File: config.mk
export PLATFORM = sky130hd
export DESIGN_NAME = multicycle_control
export DESIGN_NICKNAME = d
export VERILOG_FILES = /design/src/rtl/rv32_ctrl_pkg.sv /design/src/rtl/alu_decoder.sv /design/src/rtl/multicycle_control.sv
export SDC_FILE = /design/constraint.sdc
export NUM_CORES = 1
export LEC_CHECK = 0
export CAP_MARGIN = 20
export CORE_UTILIZATION = 35
export CTS_CLUSTER_SIZE = 14
export DETAILED_ROUTE_END_ITERATION = 10
export GPL_TIMING_DRIVEN = 0
export PLACE_DENSITY = 0.9
export SETUP_SLACK_MARGIN = 0.02
export SYNTH_ARGS = -nofsm -noshare
export SYNTH_HDL_FRONTEND = slang
export SYNTH_SLANG_ARGS = --single-unit
File: constraint.sdc
create_clock -name clk -period 1.4 [get_ports clk]
set_input_delay 0.21 -clock clk [delete_from_list [all_inputs] [get_ports clk]]
set_output_delay 0.21 -clock clk [all_outputs]
set_load 0.02 [all_outputs]
File: src/rtl/rv32_ctrl_pkg.sv
// Shared encodings for the RV32 multicycle control sequencer: opcodes, ALU codes,
// FSM states, instruction classes and datapath mux selects.
package rv32_ctrl_pkg;

    localparam logic [6:0] OPC_R      = 7'b0110011;
    localparam logic [6:0] OPC_IALU   = 7'b0010011;
    localparam logic [6:0] OPC_LOAD   = 7'b0000011;
    localparam logic [6:0] OPC_STORE  = 7'b0100011;
    localparam logic [6:0] OPC_BRANCH = 7'b1100011;
    localparam logic [6:0] OPC_JAL    = 7'b1101111;
    localparam logic [6:0] OPC_LUI    = 7'b0110111;

    localparam logic [3:0] ALU_ADD  = 4'd0;
    localparam logic [3:0] ALU_SUB  = 4'd1;
    localparam logic [3:0] ALU_AND  = 4'd2;
    localparam logic [3:0] ALU_OR   = 4'd3;
    localparam logic [3:0] ALU_SLL  = 4'd4;
    localparam logic [3:0] ALU_SLT  = 4'd5;
    localparam logic [3:0] ALU_XOR  = 4'd6;
    localparam logic [3:0] ALU_SRL  = 4'd7;
    localparam logic [3:0] ALU_SRA  = 4'd8;
    localparam logic [3:0] ALU_SLTU = 4'd9;

    typedef enum logic [2:0] {
        ST_RST    = 3'd0,
        ST_FETCH  = 3'd1,
        ST_DECODE = 3'd2,
        ST_EXEC   = 3'd3,
        ST_MEM    = 3'd4,
        ST_WB     = 3'd5,
        ST_TRAP   = 3'd6
    } state_t;

    typedef enum logic [2:0] {
        CL_R      = 3'd0,
        CL_IALU   = 3'd1,
        CL_LOAD   = 3'd2,
        CL_STORE  = 3'd3,
        CL_BRANCH = 3'd4,
        CL_JAL    = 3'd5,
        CL_LUI    = 3'd6,
        CL_BAD    = 3'd7
    } class_t;

    localparam logic [1:0] SRCA_PC    = 2'd0;
    localparam logic [1:0] SRCA_OLDPC = 2'd1;
    localparam logic [1:0] SRCA_RS1   = 2'd2;
    localparam logic [1:0] SRCA_ZERO  = 2'd3;

    localparam logic [1:0] SRCB_RS2   = 2'd0;
    localparam logic [1:0] SRCB_IMM   = 2'd1;
    localparam logic [1:0] SRCB_FOUR  = 2'd2;

    localparam logic [1:0] RES_ALU    = 2'd0;
    localparam logic [1:0] RES_MEM    = 2'd1;
    localparam logic [1:0] RES_PC4    = 2'd2;

    // Opcode-only classification; funct-field legality is left to alu_decoder.
    function automatic class_t opcode_class(input logic [6:0] opcode, input logic en_branch);
        class_t c;
        case (opcode)
            OPC_R:      c = CL_R;
            OPC_IALU:   c = CL_IALU;
            OPC_LOAD:   c = CL_LOAD;
            OPC_STORE:  c = CL_STORE;
            OPC_BRANCH: c = en_branch ? CL_BRANCH : CL_BAD;
            OPC_JAL:    c = en_branch ? CL_JAL : CL_BAD;
            OPC_LUI:    c = CL_LUI;
            default:    c = CL_BAD;
        endcase
        return c;
    endfunction

endpackage

File: src/rtl/alu_decoder.sv
// Combinational ALU opcode decode from instruction class and funct fields,
// flagging funct encodings that are illegal for the configured ALU width.
module alu_decoder
    import rv32_ctrl_pkg::*;
#(
    parameter int ALU_CTRL_W = 4
) (
    input  logic [2:0] i_class,
    input  logic [2:0] i_funct3,
    input  logic [6:0] i_funct7,
    output logic [3:0] o_alu_code,
    output logic       o_illegal
);

    logic w_uses_funct7;

    always_comb begin
        o_alu_code    = ALU_ADD;
        o_illegal     = 1'b0;
        w_uses_funct7 = 1'b0;
        case (i_class)
            CL_R, CL_IALU: begin
                case (i_funct3)
                    3'b000:  o_alu_code = ((i_class == CL_R) && i_funct7[5]) ? ALU_SUB : ALU_ADD;
                    3'b001:  o_alu_code = ALU_SLL;
                    3'b010:  o_alu_code = ALU_SLT;
                    3'b011:  o_alu_code = ALU_SLTU;
                    3'b100:  o_alu_code = ALU_XOR;
                    3'b101:  o_alu_code = i_funct7[5] ? ALU_SRA : ALU_SRL;
                    3'b110:  o_alu_code = ALU_OR;
                    default: o_alu_code = ALU_AND;
                endcase
                // I-type only carries funct7 in the shift-immediate forms.
                w_uses_funct7 = (i_class == CL_R) || (i_funct3 == 3'b001) || (i_funct3 == 3'b101);
                if (w_uses_funct7 && (i_funct7 != 7'b0000000) && (i_funct7 != 7'b0100000)) begin
                    o_illegal = 1'b1;
                end
                if ((ALU_CTRL_W < 4) && ((o_alu_code == ALU_SRA) || (o_alu_code == ALU_SLTU))) begin
                    o_illegal = 1'b1;
                end
            end
            CL_BRANCH: begin
                o_alu_code = ALU_SUB;
                o_illegal  = (i_funct3[2:1] != 2'b00);
            end
            CL_BAD: begin
                o_illegal = 1'b1;
            end
            default: begin
                o_alu_code = ALU_ADD;
            end
        endcase
    end

endmodule

File: src/rtl/multicycle_control.sv
// Multicycle control FSM for the RV32 core: FETCH/DECODE/EXEC/MEM/WB sequencing,
// datapath mux and write-enable control, memory req/ready handshake, illegal trap.
module multicycle_control
    import rv32_ctrl_pkg::*;
#(
    parameter int ALU_CTRL_W = 4,
    parameter bit EN_BRANCH  = 1'b1
) (
    input  logic                  clk,
    input  logic                  rst_n,
    input  logic [31:0]           instr,
    input  logic                  mem_ready,
    input  logic                  alu_zero,
    output logic                  mem_req,
    output logic                  mem_we,
    output logic                  ir_write,
    output logic                  pc_write,
    output logic                  oldpc_write,
    output logic                  reg_write,
    output logic [1:0]            alu_src_a,
    output logic [1:0]            alu_src_b,
    output logic [1:0]            result_src,
    output logic [ALU_CTRL_W-1:0] alu_control,
    output logic                  illegal,
    output logic [2:0]            state
);

    state_t     r_state;
    state_t     w_next;
    class_t     r_class;
    logic       r_started;

    logic [2:0] w_funct3;
    logic [6:0] w_funct7;
    class_t     w_raw_class;
    class_t     w_dec_class;
    logic [3:0] w_alu_code;
    logic       w_alu_illegal;
    logic [3:0] w_alu_sel;
    logic       w_unused_instr;

    assign w_funct3       = instr[14:12];
    assign w_funct7       = instr[31:25];
    assign w_raw_class    = opcode_class(instr[6:0], EN_BRANCH);
    assign w_dec_class    = w_alu_illegal ? CL_BAD : w_raw_class;
    assign w_unused_instr = ^{instr[24:15], instr[11:7]};

    alu_decoder #(
        .ALU_CTRL_W(ALU_CTRL_W)
    ) u_alu_decoder (
        .i_class    (w_raw_class),
        .i_funct3   (w_funct3),
        .i_funct7   (w_funct7),
        .o_alu_code (w_alu_code),
        .o_illegal  (w_alu_illegal)
    );

    // r_started holds RST for one extra cycle so FETCH starts two cycles after release.
    always_ff @(posedge clk) begin
        if (!rst_n) begin
            r_state   <= ST_RST;
            r_class   <= CL_R;
            r_started <= 1'b0;
        end else begin
            r_started <= 1'b1;
            r_state   <= w_next;
            if (r_state == ST_DECODE) begin
                r_class <= w_dec_class;
            end
        end
    end

    always_comb begin
        w_next      = r_state;
        mem_req     = 1'b0;
        mem_we      = 1'b0;
        ir_write    = 1'b0;
        pc_write    = 1'b0;
        oldpc_write = 1'b0;
        reg_write   = 1'b0;
        alu_src_a   = SRCA_PC;
        alu_src_b   = SRCB_RS2;
        result_src  = RES_ALU;
        w_alu_sel   = ALU_ADD;
        illegal     = 1'b0;
        case (r_state)
            ST_RST: begin
                w_next = r_started ? ST_FETCH : ST_RST;
            end
            ST_FETCH: begin
                mem_req   = 1'b1;
                alu_src_a = SRCA_PC;
                alu_src_b = SRCB_FOUR;
                w_alu_sel = ALU_ADD;
                if (mem_ready) begin
                    ir_write    = 1'b1;
                    pc_write    = 1'b1;
                    oldpc_write = 1'b1;
                    w_next      = ST_DECODE;
                end
            end
            ST_DECODE: begin
                w_next = (w_dec_class == CL_BAD) ? ST_TRAP : ST_EXEC;
            end
            ST_EXEC: begin
                w_alu_sel = w_alu_code;
                case (r_class)
                    CL_R: begin
                        alu_src_a = SRCA_RS1;
                        alu_src_b = SRCB_RS2;
                        w_next    = ST_WB;
                    end
                    CL_IALU: begin
                        alu_src_a = SRCA_RS1;
                        alu_src_b = SRCB_IMM;
                        w_next    = ST_WB;
                    end
                    CL_LOAD, CL_STORE: begin
                        alu_src_a = SRCA_RS1;
                        alu_src_b = SRCB_IMM;
                        w_next    = ST_MEM;
                    end
                    CL_LUI: begin
                        alu_src_a = SRCA_ZERO;
                        alu_src_b = SRCB_IMM;
                        w_next    = ST_WB;
                    end
                    CL_BRANCH: begin
                        alu_src_a = SRCA_RS1;
                        alu_src_b = SRCB_RS2;
                        pc_write  = ((w_funct3 == 3'b000) && alu_zero) ||
                                    ((w_funct3 == 3'b001) && !alu_zero);
                        w_next    = ST_FETCH;
                    end
                    CL_JAL: begin
                        alu_src_a = SRCA_OLDPC;
                        alu_src_b = SRCB_IMM;
                        pc_write  = 1'b1;
                        w_next    = ST_WB;
                    end
                    default: begin
                        w_next = ST_TRAP;
                    end
                endcase
            end
            ST_MEM: begin
                mem_req = 1'b1;
                mem_we  = (r_class == CL_STORE);
                if (mem_ready) begin
                    w_next = (r_class == CL_LOAD) ? ST_WB : ST_FETCH;
                end
            end
            ST_WB: begin
                reg_write = 1'b1;
                if (r_class == CL_LOAD) begin
                    result_src = RES_MEM;
                end else if (r_class == CL_JAL) begin
                    result_src = RES_PC4;
                end else begin
                    result_src = RES_ALU;
                end
                w_next = ST_FETCH;
            end
            ST_TRAP: begin
                illegal = 1'b1;
            end
            default: begin
                w_next = ST_RST;
            end
        endcase
    end

    assign alu_control = w_alu_sel[ALU_CTRL_W-1:0];
    assign state       = r_state;

endmodule

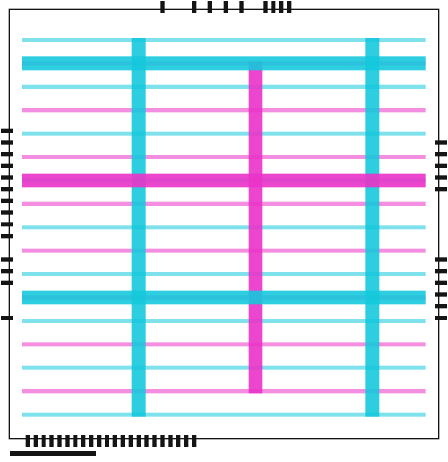
(supply network)
The bar under the picture is 10 um long. Pins as bars on the die edge.
[magenta] VDD
[cyan] VSS
signal pins: 56
rows: 16

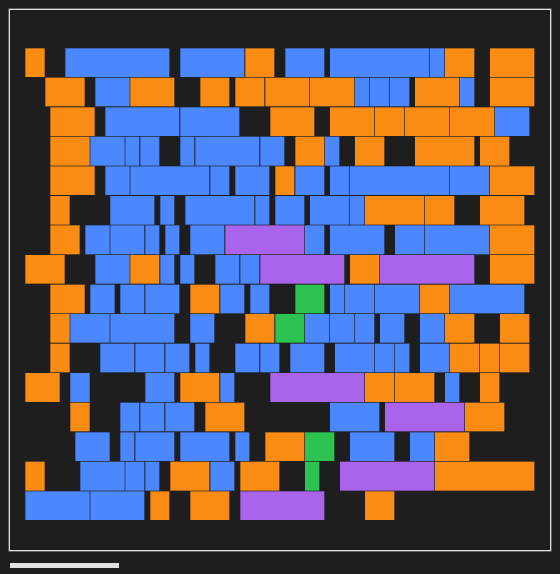
(cell classes on the final placement)
The bar under the picture is 10 um long.
[orange] remaining buffers and delay cells | cells: 64 | share of their area: 37%
[green] clock drivers and dummy loads | cells: 4 | share of their area: 1.7%
[blue] remaining logic cells | cells: 98 | share of their area: 52%
[purple] registers | cells: 7 | share of their area: 9.8%

==> ci_impl_report.md <==
## PnR job results

| Metric | Value |
|---|---|
| CP dominant cell by count | `buf_6` |
| Hold Path Depth | `3` |
| Syn-to-layout area delta | `102.0%` |
| PortBufs | `38` |
| Largest net degree at the start of global routing | `11` |
| Cells after synthesis | `113` |
| Die width | `49.72 um` |
| FMAX | `0.5783 GHz` |
| Max-slew violation count | `0` |
| Vias in the first global route | `around 1100` |
| Cycle use final | `1.235` |
| Worst Path Arrival | `1.52 ns` |
| Total grt overflow | `0` |
| Hold buffers post-CTS | `0` |
| DR WL/cell | `roughly 16 um` |
| Status | `finished with violations` |
| RSZ-0062 raised after global routing | `true` |
| DRC violations left | `0` |
| Slew @ Worst Pin | `0.7458 ns` |
| Unique cell types | `41` |
| Die Ht | `49.72 um` |
| R2R Path End | `state[2]` |
| # diodes | `0` |
| Hold EP | `r_class[2]` |
| Final setup margin | `-0.3292 ns` |
| Hold Crit Start | `instr[6]` |
| Routed vias/inst | `between 5 and 6` |
| Area of the core | `0.002042 mm2` |
| CP max stage delay | `0.35 ns` |
| Req. time, crit path | `1.19 ns` |
| DRT iter0 DRCs | `25` |
| DR vias | `1133` |
| Fin crit period | `~1.7 ns` |
| Failing checks | `negative setup slack` |
| Num CTS Buffers | `3` |
| Initial antenna violation count | `0` |
| Leak | `0.6748 nW` |
| Tool warnings | `44` |
| Reg2reg start | `state[0]` |
| IO Count | `56` |
| Synthesized registers | `7` |
| Final hold vios | `0` |
| Critical path capture point type | `output pin` |
| Number of standard cells reported by yosys | `~110` |
| Clk_skew | `0.005705 ns` |
| First-pass GRT wire length | `4.885 mm` |
| Chip area | `0.002472 mm2` |
| Power Total | `931.9 uW` |
| Fill count | `141` |
| Crit-path max FO | `6` |
| GRT Total Usage | `0.2551` |
| DP HPWL | `1.876 mm` |
| Syn_area_per_cell | `about 7.1 um2` |
| Crit path cell chain | `clkbuf_16 > buf_4 > nor3b_4 > nand2_2 > inv_4 > buf_6 > buf_6` |
| Post-Route WL | `3.251 mm` |
| Max VDD drop | `0.3435 mV` |
| Final setup fails | `21` |
| R2R setup slack | `-0.03 ns` |
| Clk sinks | `7` |
| Clock slew at reported path FFs | `0.06 ns` |
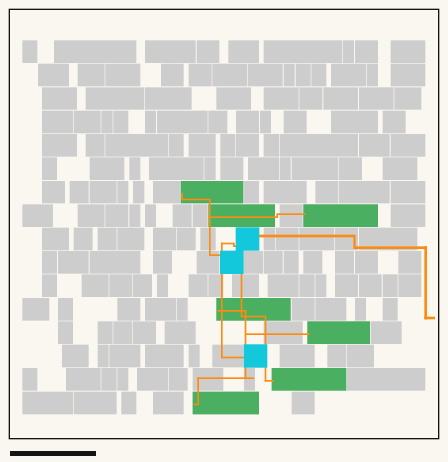
(clock wires, drivers and flops)
The bar under the picture is 10 um long.
[orange] clock wires | length: 122 um
[cyan] clock-net drivers | count: 3
[green] flip-flops | count: 7
routed clock nets: 4

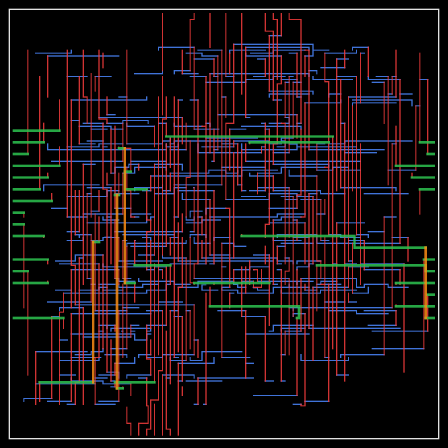
(metal layers overlaid)
[orange] M4 | wire length: 62.6 um
[blue] M1 | wire length: 1210 um
[green] M3 | wire length: 180 um
[red] M2 | wire length: 1800 um

-- cells by family (layout without fill, tap and decap cells) --
| kind of cell | Yosys count | after routing | share of synthesized area |
|---|---|---|---|
| buf+inv | 12 | 72 | 0.06278 |
| mux | 1 | 1 | 0.01413 |
| xor+xnor | 5 | 5 | 0.05496 |
| flops | 7 | 7 | 0.1758 |
| compound gates | 36 | 36 | 0.3030 |
| simple gates | 52 | 52 | 0.3893 |
-- cell usage after synthesis (2+ instances only) --
cell type,n,area share
nor2_1,12,0.057
nand2_1,8,0.038
o21ai_0,8,0.050
dfxtp_1,7,0.18
a21oi_1,6,0.038
a31oi_1,6,0.047
clkbuf_1,6,0.028
and3b_1,4,0.044
inv_1,4,0.019
nor3b_1,4,0.038
a211oi_1,3,0.028
nand2b_1,3,0.024
nand3_1,3,0.019
nor3_1,3,0.019
xor2_1,3,0.033
a311oi_1,2,0.022
and3_1,2,0.016
nand3b_1,2,0.019
nor4_1,2,0.016
nor4bb_1,2,0.025
o41ai_1,2,0.022
xnor2_1,2,0.022
-- cells in the final DEF, fill, tap and decap left out, types with 4 or more instances in the layout --
cell              n
clkbuf_2          9
a31oi_1           5
nor2_1           12
buf_4            20
nand2_1           6
o21ai_0           8
buf_6            16
clkdlybuf4s50_1   9
clkbuf_4          4
-- sequential cells by signal, indices dropped and copies added, names as in the netlist --
signal     cells
r_started      1
state          3
r_class        3
-- worst max-delay path by stage --
| stage | to | startpoint | cells after the start |
|---|---|---|---|
| floorplan | oldpc_write | state[2] | 5 |
| global placement | alu_control[0] | instr[4] | 6 |
| detailed placement | alu_control[2] | instr[4] | 5 |
| CTS | alu_control[2] | state[1] | 5 |
| global route | oldpc_write | state[1] | 7 |
| finish | oldpc_write | state[1] | 7 |
-- where the power goes --
group          switching, mW  internal (mW)
registers             0.0217          0.218
logic                  0.253          0.254
clock network         0.0757          0.109
-- stage by stage --
stage               instances  cell area, um2  worst slack [ns]  TNS (ns)  hold slack (ns)
floorplan                 113           942.2          -0.04083  -0.09101           0.2377
global placement          178            1356           -0.9586    -9.913           0.6427
detailed placement        178            1356           -0.9542    -10.24           0.6648
CTS                       194            1483           -0.3465    -2.461           0.5685
global route              200            1610           -0.3895    -5.148           0.4331
finish                    200            1610           -0.3292    -3.712           0.4172
-- final cells by class --
class / count / area (um2) / area share
repair buffers: 56 / 486.7 / 0.3023
clock buffers: 4 / 26.28 / 0.01632
inverters: 4 / 17.52 / 0.01088
well taps: 27 / 33.78 / 0.02098
plain buffers: 8 / 92.59 / 0.05750
multi-input cells: 94 / 799.5 / 0.4965
flip-flops and latches: 7 / 153.9 / 0.09557
-- routing by layer --
layer / wire length (um) / track usage / up-vias
li1: - / - / 552
met1: 1208 / 0.2687 / 526
met2: 1800 / 0.4955 / 47
met3: 180 / 0.04630 / 8
met4: 62 / 0.08571 / 0
met5: 0 / 0 / -
-- worst max-delay path, delay by kind of cell, from the launching register on --
| kind | cells | cell delay (ns) |
|---|---|---|
| buffers and inverters | 5 | 0.56 |
| DFF | 1 | 0.35 |
| and+or+nand+nor | 2 | 0.36 |
-- timing repair --
action	CTS	global route
buffers inserted	11	6
pin swaps	14	13
resized	116	45
endpoints found under the setup margin	25	23
cloned	1	0
Power and IR drop assume default switching activity.
